==> config.mk <==
export PLATFORM = sky130hd
export DESIGN_NAME = shift_unit_seq
export DESIGN_NICKNAME = d
export VERILOG_FILES = /design/src/rtl/shift_unit_seq.sv
export SDC_FILE = /design/constraint.sdc
export NUM_CORES = 1
export LEC_CHECK = 0
export CAP_MARGIN = 10
export CELL_PAD_IN_SITES_DETAIL_PLACEMENT = 1
export CELL_PAD_IN_SITES_GLOBAL_PLACEMENT = 1
export CORE_MARGIN = 2
export CORE_UTILIZATION = 34
export CTS_CLUSTER_DIAMETER = 120
export DETAILED_ROUTE_END_ITERATION = 16
export HOLD_SLACK_MARGIN = 0.06
export PLACE_DENSITY_LB_ADDON = 0.1
export SLEW_MARGIN = 20
export SYNTH_ARGS = -nofsm -noshare
export SYNTH_HDL_FRONTEND = slang
export SYNTH_SLANG_ARGS = --single-unit
==> constraint.sdc <==
create_clock -name clk -period 2.4 [get_ports clk]
set_input_delay 0.72 -clock clk [delete_from_list [all_inputs] [get_ports clk]]
set_output_delay 0.72 -clock clk [all_outputs]
set_load 0.1 [all_outputs]
**Power grid**

Pins as bars on the die edge.
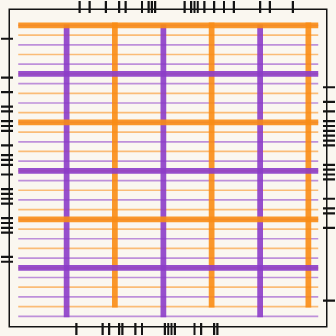
- orange: VDD
- purple: VSS
- signal pins: 76
- met4 straps: 6
Die Wd: 88.6 µm
Core Area: 6870 µm²
Die Y: 88.6 µm

**Cell classes on the final placement**

Scale bar: 20 µm.
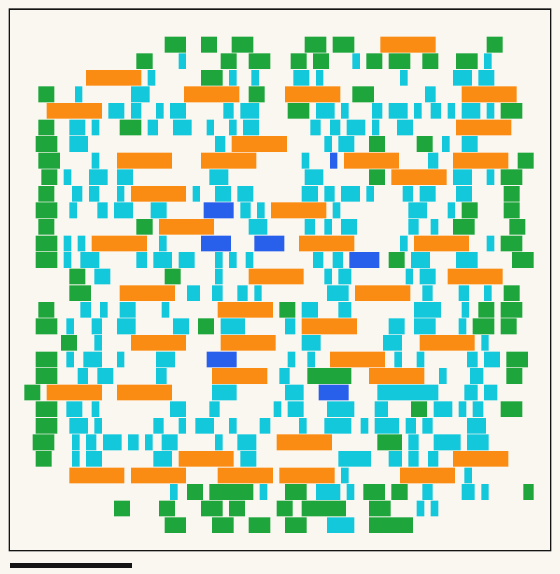
- cyan: remaining logic cells (cells 214)
- orange: registers (cells 41)
- green: remaining buffers and delay cells (cells 89)
- blue: clock drivers and dummy loads (cells 7)
Final Util: 48.8%
fin area: 3350 µm²
Seq/total area: 30.6%
standard-cell rows: 30

==> run notes <==
run results: Placed Cells=437, Worst path depth=8, Area growth syn-to-layout=37.6%, combinational share of cell area=37.7%, status=finished clean, endpoints failing setup=0, CTS H-tree lvls=2, Unique cell types=28, diode count=0, Simple Share, Synth=12.9%, drt wl/cell=16.3 µm, R2R cell count=8, Min Hold Slack=0.410 ns, Slew Limit Fails=0, critical path's slowest cell=dfrtp_1, DR pass1 iterations=4, Post-Syn Area=2440 µm², Non-clk invs=10, Post-Route M1 WL=3.50 mm, Max-cap violations=0, fin crit period=2.13 ns, largest net degree at the start of global routing=77, mux frac, synth=3.08%, Worst EP required=2.58 ns, crit share post-route=88.9%, dpl ws=0.0763 ns, cells in synth_stat.txt=281, Buf/Inv on CP=3, Setup CP Type=reg -> reg, Post-Layout Cell Count=447, Met3 Routed Length=257 µm, flops & latches, synth=41, ANT nets after route=0, Clock buffers and inverters, area share=2.58%, Max-slew headroom=53.1%, overflow left after global routing=0, cts bufs inserted=5, met3 usage=3.45%, top comb family, area=AND-OR/OR-AND gates, # clock sinks=41, Mean Syn Cell Area=8.67 µm², clock buffer count=7, # Taps=96, post-synthesis cell count=281, highest net fanout along the worst path=42, Flop area=1030 µm², CTS tree=yes, Nets=399, Post-DP Area=3240 µm², HP Class=in -> async, max FFs per register=32, flop count=41, CP arrival=2.31 ns, DR vias=2429
==> cell usage after synthesis, drive strengths merged <==
library cell / count / area share, %
a21o: 30 / 9.2
a21oi: 6 / 1.2
a311oi: 30 / 11
a31oi: 2 / 0.51
buf: 7 / 1.8
clkbuf: 19 / 2.9
dfrtp: 41 / 42
ha: 6 / 3.1
inv: 10 / 1.5
mux2: 4 / 1.8
mux2i: 3 / 1.2
nand2: 37 / 5.7
nand2b: 1 / 0.26
nand3b: 1 / 0.31
nor2: 35 / 5.4
nor2b: 1 / 0.26
nor3: 1 / 0.21
nor3b: 1 / 0.31
nor4: 2 / 0.51
o21ai: 37 / 7.6
o22ai: 2 / 0.51
o311ai: 2 / 0.72
o32a: 1 / 0.41
o41ai: 2 / 1.5
